## config.mk

```make
export PLATFORM = sky130hd
export DESIGN_NAME = ddr_tx_flat
export DESIGN_NICKNAME = d
export VERILOG_FILES = /design/src/rtl/i3c_ddr_pkg.sv /design/src/rtl/ddr_tx_if.sv /design/src/rtl/ddr_parity_gen.sv /design/src/rtl/ddr_tx.sv /design/src/flat_wrapper.sv
export SDC_FILE = /design/constraint.sdc
export NUM_CORES = 1
export LEC_CHECK = 0
export ABC_AREA = 1
export CORE_UTILIZATION = 55
export CTS_CLUSTER_DIAMETER = 100
export DETAILED_ROUTE_END_ITERATION = 10
export MAX_ROUTING_LAYER = met4
export PLACE_DENSITY = 0.91
export SYNTH_ARGS = -nofsm -noshare
export SYNTH_HDL_FRONTEND = slang
export SYNTH_SLANG_ARGS = --single-unit
export TNS_END_PERCENT = 50
```

## constraint.sdc

```tcl
create_clock -name i_sys_clk -period 2.7 [get_ports i_sys_clk]
set_clock_uncertainty 0.2 [all_clocks]
set_input_delay 0.54 -clock i_sys_clk [delete_from_list [all_inputs] [get_ports i_sys_clk]]
set_output_delay 0.54 -clock i_sys_clk [all_outputs]
set_load 0.1 [all_outputs]
```

## src/rtl/i3c_ddr_pkg.sv

```systemverilog
// Shared HDR-DDR definitions for the I3C TX/RX paths.
// Mode codes, CRC token, widths and the TX state encoding.
package i3c_ddr_pkg;

  localparam int DATA_W = 8;
  localparam int CRC_W  = 5;

  localparam logic [3:0] CRC_TOKEN = 4'b1100;

  localparam logic [3:0] MODE_PRE_ONE  = 4'b0000;
  localparam logic [3:0] MODE_PRE_ZERO = 4'b0001;
  localparam logic [3:0] MODE_BYTE     = 4'b0011;
  localparam logic [3:0] MODE_TOKEN    = 4'b0101;
  localparam logic [3:0] MODE_PARITY   = 4'b0110;
  localparam logic [3:0] MODE_CRC      = 4'b0111;

  typedef enum logic [2:0] {
    ST_IDLE,
    ST_LOAD,
    ST_SHIFT,
    ST_WAIT_CRC,
    ST_DONE
  } tx_state_e;

  // Bits sent for a mode; 0 marks an unsupported code.
  function automatic logic [3:0] mode_len(
    input logic [3:0] m
  );
    logic [3:0] n;
    n = 4'd0;
    unique case (1'b1)
      (m == MODE_PRE_ONE):  n = 4'd1;
      (m == MODE_PRE_ZERO): n = 4'd1;
      (m == MODE_BYTE):     n = 4'd8;
      (m == MODE_TOKEN):    n = 4'd4;
      (m == MODE_PARITY):   n = 4'd2;
      (m == MODE_CRC):      n = 4'd5;
      default:              n = 4'd0;
    endcase
    return n;
  endfunction

endpackage

```

## src/rtl/ddr_tx_if.sv

```systemverilog
// Control/data bundle between the DDR CCC side and ddr_tx.
// Readback input exists only with DDR_TX_READBACK_EN.
interface ddr_tx_if;
  import i3c_ddr_pkg::*;

  logic              i_sclgen_scl_pos_edge;
  logic              i_sclgen_scl_neg_edge;
  logic              i_ddrccc_tx_en;
  logic [3:0]        i_ddrccc_tx_mode;
  logic [DATA_W-1:0] i_regf_tx_data;
  logic [CRC_W-1:0]  i_crc_value;
  logic              i_crc_valid;
`ifdef DDR_TX_READBACK_EN
  logic              i_sdahnd_rx_sda;
`endif
  logic              o_sdahnd_tx_sda;
  logic              o_ddrccc_tx_mode_done;
  logic              o_crc_en;
  logic [DATA_W-1:0] o_crc_data;
  logic              o_crc_data_valid;
  logic              o_ddrccc_tx_error;

  modport master (
`ifdef DDR_TX_READBACK_EN
    output i_sdahnd_rx_sda,
`endif
    output i_sclgen_scl_pos_edge,
    output i_sclgen_scl_neg_edge,
    output i_ddrccc_tx_en,
    output i_ddrccc_tx_mode,
    output i_regf_tx_data,
    output i_crc_value,
    output i_crc_valid,
    input  o_sdahnd_tx_sda,
    input  o_ddrccc_tx_mode_done,
    input  o_crc_en,
    input  o_crc_data,
    input  o_crc_data_valid,
    input  o_ddrccc_tx_error
  );

  modport slave (
`ifdef DDR_TX_READBACK_EN
    input  i_sdahnd_rx_sda,
`endif
    input  i_sclgen_scl_pos_edge,
    input  i_sclgen_scl_neg_edge,
    input  i_ddrccc_tx_en,
    input  i_ddrccc_tx_mode,
    input  i_regf_tx_data,
    input  i_crc_value,
    input  i_crc_valid,
    output o_sdahnd_tx_sda,
    output o_ddrccc_tx_mode_done,
    output o_crc_en,
    output o_crc_data,
    output o_crc_data_valid,
    output o_ddrccc_tx_error
  );

endinterface

```

## src/rtl/ddr_parity_gen.sv

```systemverilog
// 16-bit DDR word accumulator producing PA1/PA0.
// First byte loaded lands in D[15:8], second in D[7:0].
module ddr_parity_gen
  import i3c_ddr_pkg::*;
(
  input  logic              i_sys_clk,
  input  logic              i_sys_rst,
  input  logic              i_load,
  input  logic              i_clr,
  input  logic [DATA_W-1:0] i_byte,
  output logic              o_pa1,
  output logic              o_pa0
);

  logic [2*DATA_W-1:0] word_q;

  always_ff @(posedge i_sys_clk or negedge i_sys_rst) begin
    if (!i_sys_rst) begin
      word_q <= '0;
    end else if (i_clr) begin
      word_q <= '0;
    end else if (i_load) begin
      word_q <= {word_q[DATA_W-1:0], i_byte};
    end
  end

  always_comb begin
    o_pa1 = 1'b0;
    o_pa0 = 1'b1;
    for (int i = 0; i < DATA_W; i++) begin
      o_pa1 = o_pa1 ^ word_q[2*i+1];
      o_pa0 = o_pa0 ^ word_q[2*i];
    end
  end

endmodule

```

## src/rtl/ddr_tx.sv

```systemverilog
// HDR-DDR transmit serializer: one SDA bit per SCL edge.
// DDR_TX_READBACK_EN adds SDA readback checking.
module ddr_tx
  import i3c_ddr_pkg::*;
(
  input logic   i_sys_clk,
  input logic   i_sys_rst,
  ddr_tx_if.slave bus
);

  tx_state_e         state_q, state_d;
  logic [DATA_W-1:0] shreg_q, shreg_d;
  logic [2:0]        cnt_q, cnt_d;
  logic [3:0]        mode_q, mode_d;
  logic              sda_q, sda_d;
  logic              pend_q, pend_d;
  logic [DATA_W-1:0] crcd_q, crcd_d;
  logic              crcv_q, crcv_d;
  logic              err_q, err_d;

  logic              en;
  logic              edge_hit;
  logic [3:0]        mode;
  logic [3:0]        len;
  logic [DATA_W-1:0] op;
  logic              pa1, pa0;
  logic              par_load, par_clr;
  logic              rb_bad;

  assign en       = bus.i_ddrccc_tx_en;
  assign mode     = bus.i_ddrccc_tx_mode;
  assign edge_hit = bus.i_sclgen_scl_pos_edge
                  | bus.i_sclgen_scl_neg_edge;
  assign len      = mode_len(mode);

`ifdef DDR_TX_READBACK_EN
  assign rb_bad = bus.i_sdahnd_rx_sda != sda_q;
`else
  assign rb_bad = 1'b0;
`endif

  ddr_parity_gen u_par (
    .i_sys_clk (i_sys_clk),
    .i_sys_rst (i_sys_rst),
    .i_load    (par_load),
    .i_clr     (par_clr),
    .i_byte    (shreg_q),
    .o_pa1     (pa1),
    .o_pa0     (pa0)
  );

  // Operand right-aligned; bit len-1 goes out first.
  always_comb begin
    op = '0;
    unique case (1'b1)
      (mode == MODE_PRE_ONE):
        op = 8'h01;
      (mode == MODE_BYTE):
        op = bus.i_regf_tx_data;
      (mode == MODE_TOKEN):
        op = {4'b0000, CRC_TOKEN};
      (mode == MODE_PARITY):
        op = {6'b000000, pa1, pa0};
      (mode == MODE_CRC):
        op = {{(DATA_W-CRC_W){1'b0}},
              bus.i_crc_value};
      default:
        op = '0;
    endcase
  end

  always_comb begin
    state_d  = state_q;
    shreg_d  = shreg_q;
    cnt_d    = cnt_q;
    mode_d   = mode_q;
    sda_d    = sda_q;
    pend_d   = pend_q;
    crcd_d   = crcd_q;
    crcv_d   = 1'b0;
    err_d    = err_q;
    par_load = 1'b0;
    par_clr  = 1'b0;
    if (!en) begin
      state_d = ST_IDLE;
      sda_d   = 1'b1;
      cnt_d   = '0;
      pend_d  = 1'b0;
      err_d   = 1'b0;
    end else begin
      unique case (state_q)
        ST_IDLE: state_d = ST_LOAD;
        ST_LOAD: begin
          mode_d  = mode;
          shreg_d = op;
          cnt_d   = (len == 4'd0) ? 3'd0
                  : 3'(len - 4'd1);
          pend_d  = 1'b0;
          if (len == 4'd0) begin
            sda_d = 1'b1;
          end else if (mode == MODE_CRC
                       && !bus.i_crc_valid) begin
            state_d = ST_WAIT_CRC;
          end else if (edge_hit) begin
            sda_d   = op[3'(len - 4'd1)];
            state_d = ST_SHIFT;
          end
        end
        // First SHIFT edge after the wait drives the MSB.
        ST_WAIT_CRC: begin
          if (bus.i_crc_valid) begin
            shreg_d = {{(DATA_W-CRC_W){1'b0}},
                       bus.i_crc_value};
            cnt_d   = 3'(CRC_W - 1);
            pend_d  = 1'b1;
            state_d = ST_SHIFT;
          end
        end
        ST_SHIFT: begin
          if (edge_hit) begin
            if (!pend_q && rb_bad) err_d = 1'b1;
            if (pend_q) begin
              sda_d  = shreg_q[cnt_q];
              pend_d = 1'b0;
            end else if (cnt_q == 3'd0) begin
              state_d = ST_DONE;
              if (mode_q == MODE_BYTE) begin
                crcd_d   = shreg_q;
                crcv_d   = 1'b1;
                par_load = 1'b1;
              end
              par_clr = (mode_q == MODE_PARITY);
            end else begin
              sda_d = shreg_q[3'(cnt_q - 3'd1)];
              cnt_d = 3'(cnt_q - 3'd1);
            end
          end
        end
        ST_DONE: state_d = ST_LOAD;
        default: state_d = ST_IDLE;
      endcase
    end
  end

  always_ff @(posedge i_sys_clk or negedge i_sys_rst) begin
    if (!i_sys_rst) begin
      state_q <= ST_IDLE;
      shreg_q <= '0;
      cnt_q   <= '0;
      mode_q  <= '0;
      sda_q   <= 1'b1;
      pend_q  <= 1'b0;
      crcd_q  <= '0;
      crcv_q  <= 1'b0;
      err_q   <= 1'b0;
    end else begin
      state_q <= state_d;
      shreg_q <= shreg_d;
      cnt_q   <= cnt_d;
      mode_q  <= mode_d;
      sda_q   <= sda_d;
      pend_q  <= pend_d;
      crcd_q  <= crcd_d;
      crcv_q  <= crcv_d;
      err_q   <= err_d;
    end
  end

  assign bus.o_sdahnd_tx_sda       = sda_q;
  assign bus.o_ddrccc_tx_mode_done = state_q == ST_DONE;
  assign bus.o_crc_data            = crcd_q;
  assign bus.o_crc_data_valid      = crcv_q;

  // LOAD has not latched the mode yet, so look at it live.
  assign bus.o_crc_en =
      (state_q == ST_LOAD && mode == MODE_BYTE)
    || ((state_q == ST_SHIFT || state_q == ST_DONE)
        && mode_q == MODE_BYTE);

`ifdef DDR_TX_READBACK_EN
  assign bus.o_ddrccc_tx_error = err_q;
`else
  assign bus.o_ddrccc_tx_error = 1'b0;
`endif

endmodule

```

## src/flat_wrapper.sv

```systemverilog
// flat-port wrapper written by rule: the top's interface ports become plain ports
module ddr_tx_flat import i3c_ddr_pkg::*;
  (i_sys_clk, i_sys_rst, bus_i_sclgen_scl_pos_edge, bus_i_sclgen_scl_neg_edge, bus_i_ddrccc_tx_en, bus_i_ddrccc_tx_mode, bus_i_regf_tx_data, bus_i_crc_value, bus_i_crc_valid, bus_o_sdahnd_tx_sda, bus_o_ddrccc_tx_mode_done, bus_o_crc_en, bus_o_crc_data, bus_o_crc_data_valid, bus_o_ddrccc_tx_error);
  ddr_tx_if bus_i ();
  input logic i_sys_clk;
  input logic i_sys_rst;
  input wire logic [$bits(bus_i.i_sclgen_scl_pos_edge)-1:0] bus_i_sclgen_scl_pos_edge;
  input wire logic [$bits(bus_i.i_sclgen_scl_neg_edge)-1:0] bus_i_sclgen_scl_neg_edge;
  input wire logic [$bits(bus_i.i_ddrccc_tx_en)-1:0] bus_i_ddrccc_tx_en;
  input wire logic [$bits(bus_i.i_ddrccc_tx_mode)-1:0] bus_i_ddrccc_tx_mode;
  input wire logic [$bits(bus_i.i_regf_tx_data)-1:0] bus_i_regf_tx_data;
  input wire logic [$bits(bus_i.i_crc_value)-1:0] bus_i_crc_value;
  input wire logic [$bits(bus_i.i_crc_valid)-1:0] bus_i_crc_valid;
  output wire logic [$bits(bus_i.o_sdahnd_tx_sda)-1:0] bus_o_sdahnd_tx_sda;
  output wire logic [$bits(bus_i.o_ddrccc_tx_mode_done)-1:0] bus_o_ddrccc_tx_mode_done;
  output wire logic [$bits(bus_i.o_crc_en)-1:0] bus_o_crc_en;
  output wire logic [$bits(bus_i.o_crc_data)-1:0] bus_o_crc_data;
  output wire logic [$bits(bus_i.o_crc_data_valid)-1:0] bus_o_crc_data_valid;
  output wire logic [$bits(bus_i.o_ddrccc_tx_error)-1:0] bus_o_ddrccc_tx_error;
  assign bus_i.i_sclgen_scl_pos_edge = bus_i_sclgen_scl_pos_edge;
  assign bus_i.i_sclgen_scl_neg_edge = bus_i_sclgen_scl_neg_edge;
  assign bus_i.i_ddrccc_tx_en = bus_i_ddrccc_tx_en;
  assign bus_i.i_ddrccc_tx_mode = bus_i_ddrccc_tx_mode;
  assign bus_i.i_regf_tx_data = bus_i_regf_tx_data;
  assign bus_i.i_crc_value = bus_i_crc_value;
  assign bus_i.i_crc_valid = bus_i_crc_valid;
  assign bus_o_sdahnd_tx_sda = bus_i.o_sdahnd_tx_sda;
  assign bus_o_ddrccc_tx_mode_done = bus_i.o_ddrccc_tx_mode_done;
  assign bus_o_crc_en = bus_i.o_crc_en;
  assign bus_o_crc_data = bus_i.o_crc_data;
  assign bus_o_crc_data_valid = bus_i.o_crc_data_valid;
  assign bus_o_ddrccc_tx_error = bus_i.o_ddrccc_tx_error;
  ddr_tx u_core (.i_sys_clk(i_sys_clk), .i_sys_rst(i_sys_rst), .bus(bus_i));
endmodule
```

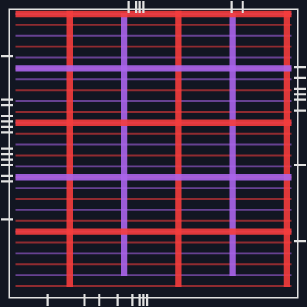
(run_1/floorplan.png)
(4 px per um) Pins as bars on the die edge.
legend:
  red:
    net: VSS
  purple:
    net: VDD
met4 straps: 5
met5 straps: 5
met1 rails: 26
rows: 25
signal pins: 36

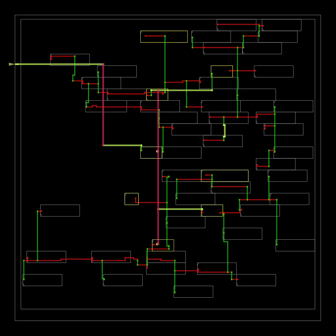
(run_1/clock_nets.png)
clk sinks: 45
CTS buffer count: 5
Flops: 45
Clk Latency, worst-skew pair: 0.30 ns

==> CHANGELOG.md, run 1 <==
## Implementation

- Startpoint types: input pin
- Row Count: 25
- Routed Antenna Nets: 0
- Maximum clock insertion buffer count: 2
- Unrepaired setup endpoints after global routing: no
- Final Core Density: 0.706
- Multi-In Gates: 249
- Final hold viol count: 0
- Mean Syn Cell Area: 7.33 um^2
- Area leader, netlist: dfrtp_1
- Part of the Yosys area used for sequential elements: 0.422
- Distinct cells, synth: 37
- IO buf count: 34
- I/O pin cnt: 36
- # diodes: 0
- Tcrit/Tclk final: 0.966
- Worst min path class: register to register
- P&R area growth vs syn: 24.0%
- Initial antenna violation count: 0
- Number of enable flip-flop cells: 0
- Biggest Area Class: multi-input combinational cells
- Setup Fix Bufs, Post-CTS: 0
- Storage cell area: 1130 um^2
- Congestion Overflow GR: 0
- TritonCTS clock tree: done
- Clk root buf: clkbuf_8
- Fin worst setup slack: 0.0916 ns
- Seq/total area: 0.340
- Post-route insts no fill: 473
- GP Congestion: 0.922
- Routed wire per std cell: 13.7 um
- Post-DP HPWL: 5120 um
- Die area: 5140 um^2
- Logic share of the area: 0.381
- Tap Cells: 54
- Lkg Pwr: 1.71 nW
- Compound-Gate Fraction of Synth Area: 0.156
- Fillcell total: 388
- Final instance area: 3310 um^2
- Synth logic family: simple AND/OR/NAND/NOR gates
- Count leader, synth: nand2_1
- Status: complete, no violations
- DP Worst Slack: -0.124 ns
- Final #Nets: 445
- Total Power: 3.10 mW
- Synth Warn #: 0
- Post-synth top cells: 106 x nand2_1, 56 x inv_1, 44 x dfrtp_1, 29 x nand3_1, 28 x o21ai_0
- Cts hold-fix bufs: 1
- Ys cells: 365
- Basic Gates by Area: 0.271
- Signal buffers: 53
- Gates resized, CTS repair: 0
- All-layer global routing usage: 0.281
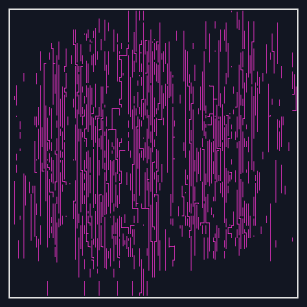
(run_1/m2.png)
(4 px per um)
wire length on this layer: 3230 um
nets with wire on the layer: 367
longest straight run: 37.1 um
total number of vias: 2596
Routed WL: 6480 um
grt met2 use: 0.485

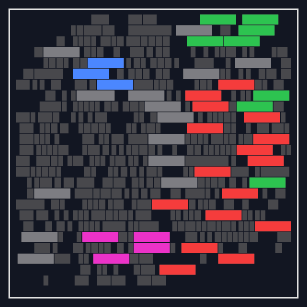
(run_1/ff_map.png)
(4 px per um)
legend:
  red:
    signal: `u_core.u_par.word_q`
    flops: 16
  magenta:
    signal: `u_core.mode_q`
    flops: 4
    where: south
  green:
    signal: `u_core.bus.o_crc_data`
    flops: 8
  blue:
    signal: `u_core.cnt_q`
    flops: 3

[run 1: final timing paths]
path,startpoint,end,slack (ns),cells past startpoint
hold / removal,u_core.bus.o_sdahnd_tx_sda,u_core.bus.o_sdahnd_tx_sda,0.28,2
min in group asynchronous,i_sys_rst,u_core.u_par.word_q[8],0.45,2
setup / recovery,bus_i_ddrccc_tx_mode[2],bus_o_crc_en,0.09,6
hold reg to reg,u_core.bus.o_sdahnd_tx_sda,u_core.bus.o_sdahnd_tx_sda,0.28,2
max in group asynchronous,i_sys_rst,u_core.bus.o_sdahnd_tx_sda,1.29,3
setup reg to reg,u_core.cnt_q[0],u_core.u_par.word_q[7],0.38,12
[run 1: routing by layer]
| layer | up-vias | share of wire | wire, um | GRT usage |
|---|---|---|---|---|
| li1 | 1281 | - | - | - |
| met1 | 1196 | 0.42 | 2730 | 0.340 |
| met2 | 98 | 0.50 | 3230 | 0.485 |
| met3 | 21 | 0.048 | 313 | 0.0338 |
| met4 | 0 | 0.031 | 199 | 0.100 |
| met5 | - | 0 | 0 | - |
[run 1: registers in the layout, summed over array words and instances (netlist names)]
register and flops:
u_core.bus.o_crc_data_valid 1, u_core.bus.o_sdahnd_tx_sda 1, u_core.mode_q 4, u_core.shreg_q 8
u_core.pend_q 1, u_core.u_par.word_q 16, u_core.state_q 3, u_core.bus.o_crc_data 8
u_core.cnt_q 3
[run 1: where the power goes]
group | internal [mW] | leakage (nW) | total [mW] | switching (mW)
registers | 0.873 | 0.573 | 1.03 | 0.160
clock network | 0.373 | 0.0687 | 0.621 | 0.248
logic | 0.472 | 1.07 | 1.44 | 0.971
total | 1.72 | 1.71 | 3.10 | 1.38
## Run 2: what changed since run 1
--- a/config.mk
+++ b/config.mk
@@ -6,6 +6,7 @@
 export NUM_CORES = 1
 export LEC_CHECK = 0
 export ABC_AREA = 1
+export CORE_MARGIN = 5
 export CORE_UTILIZATION = 55
 export CTS_CLUSTER_DIAMETER = 100
 export DETAILED_ROUTE_END_ITERATION = 10
==> run 2 against run 1 <==
Compared with the run above:
- final area down 0.53%
- area after synthesis unchanged
- sequential share of layout area up 0.18 points
- final cell count up 3.0%
- synthesized cell count unchanged
- critical path depth unchanged
- clock power down about 30%
- routed wire length up 9.2%
- sequential cell count unchanged
- clock-buffer cell count unchanged
- sequential power about the same
- core utilization down 0.84 points
- largest cell class unchanged
==> CHANGELOG.md, run 2 <==
## Implementation

- Status: complete, no violations (unchanged)
- Worst Path Required: 1.96 ns (about the same)
- Fin worst setup slack: 0.113 ns (was 0.0916 ns)
- Unrepaired setup endpoints after global routing: no (unchanged)
- Register name with the most flops: u_core.u_par.word_q (unchanged)
- Fillcell total: 394 (was 388)
- Dominant flop cell: dfrtp_1 (unchanged)
- First-pass GRT wire length: 11700 um (was 10900 um)
- I/O pin cnt: 36 (unchanged)
- Area leader, netlist: dfrtp_1 (unchanged)
- Clk pwr share: 0.150 (was 0.200)
- Peak supply drop: 0.757 mV (was 0.545 mV)
- Setup violators final: 0 (unchanged)
- DP Worst Slack: -0.0905 ns (was -0.124 ns)
- Final instance area: 3300 um^2 (was 3310 um^2)
- Final Core Density: 0.698 (was 0.706)
- Clk sinks: 45 (unchanged)
- Path type of the worst setup path: input pin to primary output (unchanged)
- Fmax: 0.387 GHz (was 0.383 GHz)
- Internal: 1.53 mW (was 1.72 mW)
- Tcrit/Tclk final: 0.958 (was 0.966)
- CTS buffer count: 5 (unchanged)
- Registers, synthesis: 45 (unchanged)
- Mean Syn Cell Area: 7.33 um^2 (unchanged)
- Drc violations: 0 (unchanged)
- Worst min path class: register to register (unchanged)
- Sequential power: 1.04 mW (was 1.03 mW)
- Routed wire per std cell: 14.5 um (was 13.7 um)
- Count leader, synth: nand2_1 (unchanged)
- Comb. pwr: 1.44 mW (about the same)
- Gates resized, CTS repair: 0 (unchanged)
- Distinct cells, synth: 37 (unchanged)
- Part of the Yosys area used for sequential elements: 0.422 (unchanged)
- TritonCTS clock tree: done (unchanged)
- CP Cell Sequence: clkdlybuf4s50_1 > buf_4 > nor2_2 > nand2_1 > o21ai_2 > buf_12 (was clkdlybuf4s50_1 > buf_4 > nor2_1 > nand2_1 > o21ai_2 > buf_12)
- P&R area growth vs syn: 23.3% (was 24.0%)
- Final #Nets: 446 (was 445)
- Vias per cell: 5.51 (was 5.49)
- Cts hold-fix bufs: 1 (unchanged)
- Initial antenna violation count: 0 (unchanged)
- Reg power frac: 0.358 (was 0.334)
- Die area: 6360 um^2 (was 5140 um^2)
- Lkg Pwr: 1.69 nW (was 1.71 nW)
- All-layer global routing usage: 0.243 (was 0.281)
- Clk root buf: clkbuf_8 (unchanged)
- Ys cells: 365 (unchanged)
- Max reg flops: 16 (unchanged)
- Psw: 1.39 mW (was 1.38 mW)
- Setup Fix Bufs, Post-CTS: 0 (unchanged)
- Number of max-cap violations: 0 (unchanged)
- Share of cells above drive strength 1: 0.150 (was 0.146)
- Top cell excl fill/tap: nand2_1 (unchanged)
- Maximum clock insertion buffer count: 2 (unchanged)
- Synthesized instance count: 365 (unchanged)
- Post-DP HPWL: 5480 um (was 5120 um)
- # diodes: 0 (unchanged)
- Clock network power: 0.437 mW (was 0.621 mW)
- Routed Antenna Nets: 0 (unchanged)
- GP Congestion: 1.04 (was 0.922)
- Post-synth top cells: 106 x nand2_1, 56 x inv_1, 44 x dfrtp_1, 29 x nand3_1, 28 x o21ai_0 (unchanged)
- Gate power share: 0.493 (was 0.466)
- Row Count: 25 (unchanged)
- Number of enable flip-flop cells: 0 (unchanged)
- Total Power: 2.92 mW (was 3.10 mW)
- Net Sw Frac: 0.475 (was 0.445)
- Final hold viol count: 0 (unchanged)
- Post-route insts no fill: 487 (was 473)
- Min cycle time layout: 2.59 ns (was 2.61 ns)
- Top power group: combinational logic (unchanged)
- Synth Warn #: 0 (unchanged)
- Congestion Overflow GR: 0 (unchanged)
- Startpoint types: input pin (unchanged)
- Yosys chip area: 2670 um^2 (unchanged)
- Clk Latency, worst-skew pair: 0.30 ns (about the same)
- IO buf count: 34 (unchanged)
## run 2: cell count changes in the layout (fill, tap and decap cells not counted)
cell,delta
bufinv_16,-2
buf_4,+1
clkinv_4,+1
clkinvlp_4,+1
nor2_1,-1
nor2_2,+1
## run 2: cells by family (layout without fill, tap and decap cells)
logic type / count (synthesis) / after routing / share of synthesized area
buffers and inverters: 71 / 126 / 0.112
XOR/XNOR: 6 / 6 / 0.0197
AND-OR/OR-AND: 72 / 72 / 0.156
adder cells (fa/ha/maj): 4 / 4 / 0.0187
other: 1 / 1 / 0.00140
AND/OR/NAND/NOR: 166 / 166 / 0.271
flip-flops: 45 / 45 / 0.422
## run 2: final cells by class
class	count	area, um^2	share of cell area
Inverter	64	243	0.0736
Clock buffer	5	68.8	0.0209
Timing Repair Buffer	54	483	0.146
Tap cell	67	83.8	0.0254
Sequential cell	45	1130	0.342
Clock inverter	3	25.0	0.00759
Multi-Input combinational cell	249	1270	0.384
## run 2: worst paths after layout
| kind | from | endpoint | slack [ns] | cells after the start |
|---|---|---|---|---|
| setup / recovery | bus_i_ddrccc_tx_mode[2] | bus_o_crc_en | 0.11 | 6 |
| hold / removal | u_core.bus.o_crc_data[0] | u_core.bus.o_crc_data[0] | 0.28 | 2 |
| setup reg to reg | u_core.cnt_q[1] | u_core.u_par.word_q[7] | 0.42 | 12 |
| hold reg to reg | u_core.bus.o_crc_data[0] | u_core.bus.o_crc_data[0] | 0.28 | 2 |
| max in group asynchronous | i_sys_rst | u_core.bus.o_sdahnd_tx_sda | 1.23 | 3 |
| min in group asynchronous | i_sys_rst | u_core.u_par.word_q[12] | 0.48 | 2 |
## run 2: metal layers
layer	share of wire	track usage	up-vias
met5	0	-	-
met4	0.038	0.0945	0
met3	0.067	0.0440	29
met2	0.49	0.423	130
met1	0.40	0.277	1245
li1	-	-	1280
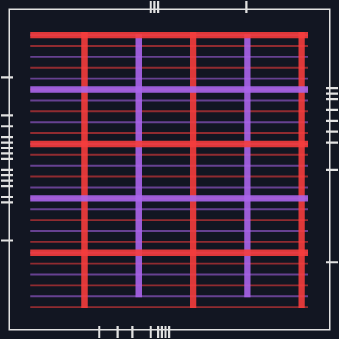
(run_2/floorplan.png)
(4 px per um) Pins as bars on the die edge.
legend:
  red:
    net: VSS
  purple:
    net: VDD
signal pins: 36
met1 rails: 26
rows: 25

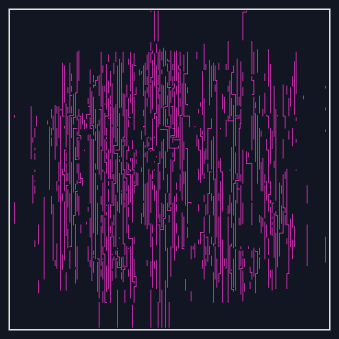
(run_2/m2.png)
(4 px per um)
total number of vias: 2684
Routed WL: 7070 um
grt met2 use: 0.423

Power is estimated from default activity; no workload was simulated.
